File: src/rtl/mem_access_seq.sv
// Request sequencer in front of a 16x8 synchronous-read RAM: turns READ/WRITE/FILL/SUM
// requests into RAM cycles and returns exactly one response per accepted request.
module mem_access_seq #(
    parameter int AW    = 4,
    parameter int DW    = 8,
    parameter int DEPTH = 16
) (
    input  logic          clk,
    input  logic          rst,
    input  logic          req_valid,
    output logic          req_ready,
    input  logic [1:0]    req_op,
    input  logic [AW-1:0] req_adr,
    input  logic [DW-1:0] req_dat,
    output logic          rsp_valid,
    input  logic          rsp_ready,
    output logic [DW-1:0] rsp_dat,
    output logic          busy,
    output logic [AW-1:0] mem_adr,
    output logic          mem_we,
    output logic [DW-1:0] mem_dat_w,
    input  logic [DW-1:0] mem_dat_r
);

    typedef enum logic [2:0] {
        S_IDLE,
        S_RD_ADDR,
        S_RD_DATA,
        S_WR,
        S_FILL,
        S_SUM,
        S_RSP
    } state_t;

    localparam logic [AW:0] CNT_LAST    = (AW+1)'(DEPTH - 1);
    localparam logic [AW:0] CNT_SUM_END = (AW+1)'(DEPTH);

    state_t        state_q;
    logic [DW-1:0] dat_q;
    logic [AW:0]   cnt_q;
    logic [DW-1:0] acc_q;
    logic          rsp_valid_q;
    logic [DW-1:0] rsp_dat_q;
    logic [AW-1:0] mem_adr_q;
    logic          mem_we_q;
    logic [DW-1:0] mem_dat_w_q;

    always_ff @(posedge clk) begin
        if (rst) begin
            state_q     <= S_IDLE;
            dat_q       <= '0;
            cnt_q       <= '0;
            acc_q       <= '0;
            rsp_valid_q <= 1'b0;
            rsp_dat_q   <= '0;
            mem_adr_q   <= '0;
            mem_we_q    <= 1'b0;
            mem_dat_w_q <= '0;
        end else begin
            case (state_q)
                S_IDLE: begin
                    if (req_valid) begin
                        dat_q <= req_dat;
                        cnt_q <= '0;
                        acc_q <= '0;
                        case (req_op)
                            2'b00: begin
                                state_q   <= S_RD_ADDR;
                                mem_adr_q <= req_adr;
                            end
                            2'b01: begin
                                state_q     <= S_WR;
                                mem_adr_q   <= req_adr;
                                mem_dat_w_q <= req_dat;
                                mem_we_q    <= 1'b1;
                            end
                            2'b10: begin
                                state_q     <= S_FILL;
                                mem_adr_q   <= '0;
                                mem_dat_w_q <= req_dat;
                                mem_we_q    <= 1'b1;
                            end
                            default: begin
                                state_q   <= S_SUM;
                                mem_adr_q <= '0;
                            end
                        endcase
                    end
                end
                S_RD_ADDR: state_q <= S_RD_DATA;
                S_RD_DATA: begin
                    rsp_dat_q   <= mem_dat_r;
                    rsp_valid_q <= 1'b1;
                    state_q     <= S_RSP;
                end
                S_WR: begin
                    mem_we_q    <= 1'b0;
                    rsp_dat_q   <= dat_q;
                    rsp_valid_q <= 1'b1;
                    state_q     <= S_RSP;
                end
                S_FILL: begin
                    if (cnt_q == CNT_LAST) begin
                        mem_we_q    <= 1'b0;
                        rsp_dat_q   <= dat_q + DW'(DEPTH - 1);
                        rsp_valid_q <= 1'b1;
                        state_q     <= S_RSP;
                    end else begin
                        cnt_q       <= cnt_q + 1'b1;
                        mem_adr_q   <= AW'(cnt_q + 1'b1);
                        mem_dat_w_q <= dat_q + DW'(cnt_q + 1'b1);
                    end
                end
                S_SUM: begin
                    // Read data lags the address by one cycle, so cycle 0 adds nothing
                    // and the last cycle adds the word fetched for address DEPTH-1.
                    if (cnt_q == CNT_SUM_END) begin
                        rsp_dat_q   <= acc_q + mem_dat_r;
                        rsp_valid_q <= 1'b1;
                        state_q     <= S_RSP;
                    end else begin
                        if (cnt_q != '0) begin
                            acc_q <= acc_q + mem_dat_r;
                        end
                        cnt_q <= cnt_q + 1'b1;
                        if (cnt_q < CNT_LAST) begin
                            mem_adr_q <= AW'(cnt_q + 1'b1);
                        end
                    end
                end
                S_RSP: begin
                    if (rsp_ready) begin
                        rsp_valid_q <= 1'b0;
                        state_q     <= S_IDLE;
                    end
                end
                default: state_q <= S_IDLE;
            endcase
        end
    end

    assign req_ready = (state_q == S_IDLE);
    assign busy      = (state_q != S_IDLE);
    assign rsp_valid = rsp_valid_q;
    assign rsp_dat   = rsp_dat_q;
    assign mem_adr   = mem_adr_q;
    assign mem_we    = mem_we_q;
    assign mem_dat_w = mem_dat_w_q;

endmodule

File: config.mk
export PLATFORM = sky130hd
export DESIGN_NAME = mem_access_seq
export DESIGN_NICKNAME = d
export VERILOG_FILES = /design/src/rtl/mem_access_seq.sv
export SDC_FILE = /design/constraint.sdc
export NUM_CORES = 1
export LEC_CHECK = 0
export CORE_MARGIN = 8
export CORE_UTILIZATION = 50
export DETAILED_ROUTE_END_ITERATION = 12
export PLACE_DENSITY = 0.74
export SLEW_MARGIN = 20
export SYNTH_ARGS = -nofsm -noshare
export SYNTH_HDL_FRONTEND = slang
export SYNTH_SLANG_ARGS = --single-unit
File: constraint.sdc
create_clock -name clk -period 6.8 [get_ports clk]
set_input_delay 1.36 -clock clk [delete_from_list [all_inputs] [get_ports clk]]
set_output_delay 1.36 -clock clk [all_outputs]
set_load 0.1 [all_outputs]
run_1/drive_strength.png
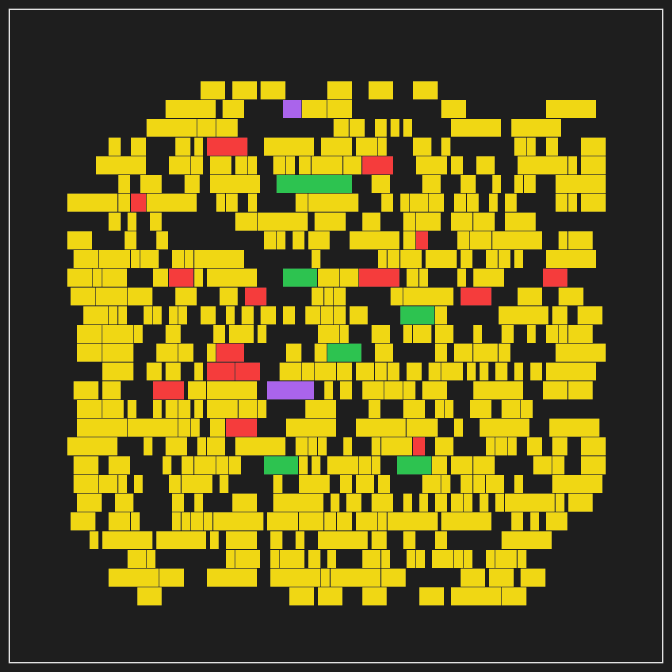
size	colour	cells	share
drive 2	red	15	3.5%
drive 1 or less	yellow	405	95%
drive 3 to 4	purple	2	0.47%
drive 6 and up	green	6	1.4%
post-route setup slack: 2900 ps
Area Overhead vs Synth: 19.0%
buffer count excluding the clock tree in the final layout: 50

run_1/registers.png
Bar = 20 µm. Other sequential cells in the stronger grey, the rest of the logic in the fainter grey.
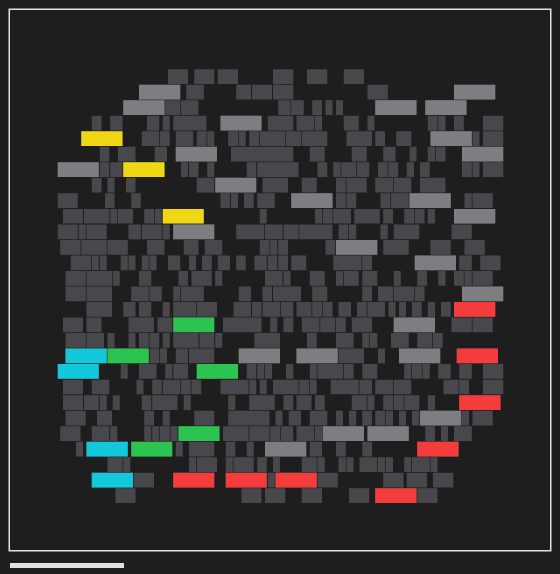
name in the netlist	colour	sequential cells
`mem_adr`	cyan	4
`state_q`	yellow	3
`mem_dat_w`	red	8
`cnt_q`	green	5
final core occ: 0.617
sequential standard cell area: 921 µm²
sequential logic power: 0.355 mW
register share of the cell area: 0.250

run_1/final_placement.png
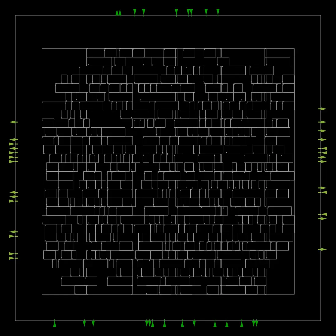
inserted tap cell count: 75
core footprint: 5960 µm²
fin cells: 503

run_1/wire_density.png
The die is cut into 19 by 19 equal tiles; dark blue is low, red is high, scaled to the fullest tile. Values are wire area over tile area, all layers added.
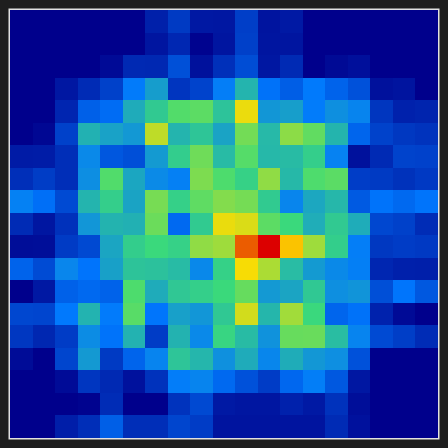
mean over tiles	0.14
fullest tile	0.64
nearly empty tiles	18%
tiles over half the peak	11%
densest ninth of the die	centre
emptiest ninth of the die	north-west
routed via count: 2874
drt total wl: 7970 µm

==> reports/summary.log, run 1 <==
[power_and_ir_drop] share of total power in sequential cells 0.316
[floorplanning] starting density of the core 0.519
[drt] total met2 wirelength after detailed routing 3540 µm
[sta] final critical delay including setup and external delays 3900 ps
[final_layout] share of final-layout standard cells stronger than drive strength 1 0.0537
[placed_design] final weighted congestion in routability-driven placement 0.926
[power_and_ir_drop] net switching power of the design 0.545 mW
[status] result of the run finished, final reports clean
[synth] leading area contributor after synthesis dfxtp_1
[final_layout] antenna diode count 0
[setup_path] count of buffering cells on the critical path with inverters included 2
[setup_path] series of cell instances along the critical path nor3_2, inv_1, clkdlybuf4s50_1
[drt] number of DRC violations after detailed-routing iteration 0 241
[final_layout] multi-input combinational cell count 313
[sta] maximum achievable frequency 256 MHz
[sta] Fin Setup TNS 0 ps
[setup_path] master of the slowest instance on the critical path clkdlybuf4s50_1
[sta] final worst clock skew 5.84 ps
[global_route] Most Used Layer, Global Route met2
[setup_path] startpoint of the most critical register-to-register path state_q[2]
[setup_path] worst setup path startpoint state_q[0]
[synth] synthesized-area fraction occupied by adder cells 0.0980
[global_route] global-route met2 utilization 0.291
[global_route] first-pass GRT wire length 13300 µm
[final_layout] final net count 476
[sta] RSZ-0062 raised after global routing no
[synth] count of library flops with an enable pin 0
[clock_network] number of gates resized after CTS 0
[synth] register bit count reported by yosys 46
[clock_network] H-tree levels 2
[setup_path] end point of the critical path busy
[global_route] overall overflow remaining after global route 0
[synth] sequential share of the synthesized area 0.298
[final_layout] Flop Count 46
[final_layout] clock-cell share of area 0.0296
[sta] Slew Viols, Final 0
[global_route] met3 usage in global routing 0.0373
[setup_path] number of cells on the critical path 3
[synth] area fraction in compound gates after synthesis 0.266
[setup_path] Largest stage delay, worst path 1130 ps
[power_and_ir_drop] combinational share of power 0.502
[sta] total count of hold-check failures in the final report 0
[power_and_ir_drop] Power Dens Cells 306 nW/µm²
[sta] headroom to the max-slew limit 0.341
[drt] DRC violations left 0
[floorplanning] number of cell rows 28
[global_route] initial antenna violation count 0
[clock_network] maximum clock path buffer count 2
[drt] post-route antenna net violation count 0
[global_route] met1 Use GR 0.241
[synth] number of different library cells in the post-synthesis netlist 65
[setup_path] category of the critical setup timing path flip-flop to output pin
[synth] Commonest cells post-synth 51 x nand2_1, 46 x dfxtp_1, 45 x a21oi_1, 42 x nor2_1, 21 x ha_1
[setup_path] Critical Path Start Type flip-flop
[synth] Net Count, Synth 440
[synth] Dominant comb cell AND-OR/OR-AND gates
[synth] netlist area before placement 3090 µm²
[floorplanning] die height 94.6 µm
[power_and_ir_drop] P_leak 1.42 nW
[clock_network] total clock buffers created by CTS 5
[sta] actual slew at the worst max-slew pin 986 ps
[run] tool warning count 31
[final_layout] post-route cell area 3680 µm²
[setup_path] required time reported for the critical path endpoint 5440 ps
[setup_path] kind of cell adding the most delay to the critical path buffers and inverters
[placed_design] count of buffers from port buffering 49
[drt] routed wire length per instance 15.8 µm
[synth] area share of and/or/nand/nor cells after synthesis 0.244
[min_path] worst hold path endpoint rsp_dat[2]
[final_layout] largest class logic gates
[setup_path] internal reg-to-reg setup slack 3760 ps
[floorplanning] DIE AREA 8950 µm²
[clock_network] CTS hold repair buffers 0
[synth] synthesis warning total 0
[power_and_ir_drop] main power-consuming group combinational cells
[floorplanning] top-level port count 50
[synth] per-instance average area after synthesis 7.90 µm²
[final_layout] area of the multi-input gates 2010 µm²
[power_and_ir_drop] final total power 1.12 mW
[drt] met1 layer wirelength in the final routing 3850 µm
[final_layout] dominant logic cell type in the layout nand2_1
==> inputs of run 2 (changes only) <==
==> constraint.sdc (replaced) <==
create_clock -name clk -period 3.65 [get_ports clk]
set_input_delay 0.73 -clock clk [delete_from_list [all_inputs] [get_ports clk]]
set_output_delay 0.73 -clock clk [all_outputs]
set_load 0.1 [all_outputs]
==> reports/summary.log, run 2 <==
[status] result of the run finished, final reports clean
[global_route] first-pass GRT wire length 12900 µm
[setup_path] kind of cell adding the most delay to the critical path AND-OR/OR-AND gates
[setup_path] Critical Path Start Type input pin
[setup_path] startpoint of the most critical register-to-register path state_q[1]
[global_route] overall overflow remaining after global route 0
[run] max capacitance violation total 0
[placed_design] DP HPWL 5890 µm
[power_and_ir_drop] P_leak 1.43 nW
[setup_path] Largest stage delay, worst path 500 ps
[synth] leading area contributor after synthesis dfxtp_1
[synth] per-instance average area after synthesis 7.90 µm²
[final_layout] largest class logic gates
[power_and_ir_drop] share of total power in sequential cells 0.323
[final_layout] Flop Count 46
[clock_network] maximum clock path buffer count 2
[sta] RSZ-0062 raised after global routing no
[global_route] Most Used Layer, Global Route met2
[sta] actual slew at the worst max-slew pin 991 ps
[global_route] global-route met2 utilization 0.282
[final_layout] clock-cell share of area 0.0248
[synth] number of different library cells in the post-synthesis netlist 65
[drt] total met2 wirelength after detailed routing 3560 µm
[setup_path] master of the slowest instance on the critical path clkdlybuf4s50_1
[setup_path] end point of the critical path rsp_dat[6]
[synth] area fraction in compound gates after synthesis 0.266
[final_layout] register share of the cell area 0.250
[power_and_ir_drop] final total power 2.04 mW
[min_path] worst hold path endpoint rsp_dat[2]
[synth] netlist area before placement 3090 µm²
[setup_path] count of buffering cells on the critical path with inverters included 1
[clock_network] total clock buffers created by CTS 5
[global_route] met3 usage in global routing 0.0365
[global_route] met1 Use GR 0.242
[run] tool warning count 31
[final_layout] fin cells 506
[global_route] initial antenna violation count 0
[power_and_ir_drop] Power Dens Cells 555 nW/µm²
[final_layout] final net count 479
[synth] leading cell type by number of instances after synthesis nand2_1
[final_layout] final core occ 0.617
[sta] final critical delay including setup and external delays 3030 ps
[power_and_ir_drop] main power-consuming group combinational cells
[power_and_ir_drop] combinational share of power 0.518
[final_layout] sequential standard cell area 921 µm²
[setup_path] series of cell instances along the critical path clkdlybuf4s50_1, ha_1, fa_1, a21o_1, a311o_1, a21oi_1, xnor2_1, a21oi_1, o41ai_2
[synth] synthesis warning total 0
[floorplanning] number of cell rows 28
[final_layout] share of final-layout standard cells stronger than drive strength 1 0.0626
[power_and_ir_drop] clock share of power 0.159
[floorplanning] die height 94.6 µm
[synth] count of library flops with an enable pin 0
[clock_network] H-tree levels 2
[setup_path] internal reg-to-reg setup slack 1300 ps
[floorplanning] inserted tap cell count 75
[synth] area share of and/or/nand/nor cells after synthesis 0.244
[synth] Commonest cells post-synth 51 x nand2_1, 46 x dfxtp_1, 45 x a21oi_1, 42 x nor2_1, 21 x ha_1
[synth] register bit count reported by yosys 46
[clock_network] CTS hold repair buffers 0
[final_layout] area of the multi-input gates 2010 µm²
[drt] met1 layer wirelength in the final routing 3770 µm
[placed_design] final weighted congestion in routability-driven placement 0.892
[power_and_ir_drop] net switching power of the design 1.01 mW
[floorplanning] DIE AREA 8950 µm²
[synth] Dominant comb cell AND-OR/OR-AND gates
[synth] sequential share of the synthesized area 0.298
[setup_path] required time reported for the critical path endpoint 3860 ps
[final_layout] multi-input combinational cell count 313
[setup_path] most used cell along the critical path a21oi_1
[drt] drt total wl 7830 µm
[drt] post-route antenna net violation count 0
[sta] headroom to the max-slew limit 0.337
[clock_network] number of gates resized after CTS 0
[sta] final worst clock skew 6.79 ps
[final_layout] antenna diode count 0
[sta] maximum achievable frequency 330 MHz
[drt] routed wire length per instance 15.5 µm
[final_layout] dominant logic cell type in the layout nand2_1
[final_layout] Area Overhead vs Synth 19.0%
[sta] Slew Viols, Final 0
[placed_design] count of buffers from port buffering 49
[synth] synthesized-area fraction occupied by adder cells 0.0980
[power_and_ir_drop] sequential logic power 0.659 mW
[drt] number of DRC violations after detailed-routing iteration 0 243
[setup_path] category of the critical setup timing path input pin to flip-flop
[sta] total count of hold-check failures in the final report 0
[drt] DRC violations left 0
[setup_path] number of cells on the critical path 9
[sta] total setup violations reported at the end of the flow 0
[drt] routed via count 2918
[floorplanning] core footprint 5960 µm²
[sta] Fin Setup TNS 0 ps
[setup_path] worst setup path startpoint mem_dat_r[0]
run_2/drive_strength.png
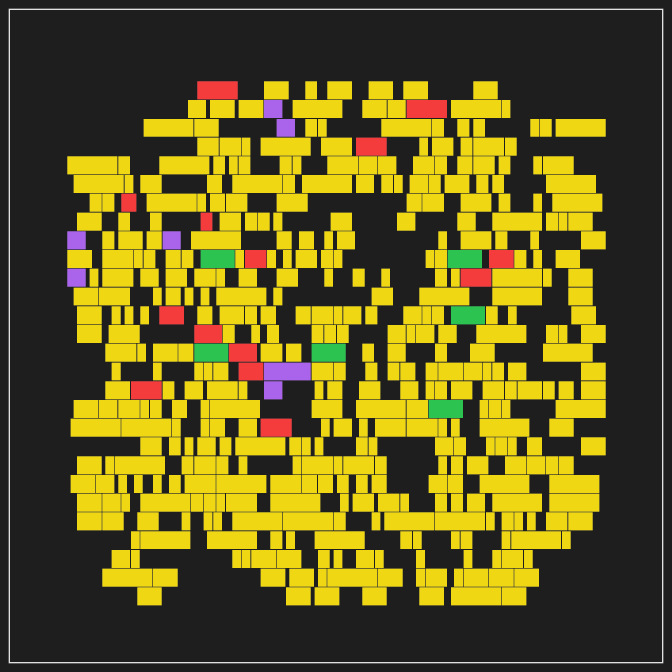
size	colour	cells	share
drive 3 to 4	purple	7	1.6%
drive 6 and up	green	6	1.4%
drive 2	red	14	3.2%
drive 1 or less	yellow	404	94%
buffer count excluding the clock tree in the final layout: 53
post-route setup slack: 624 ps
post-route cell area: 3680 µm²

No activity file was given, so power comes from the tool's default toggle rates.
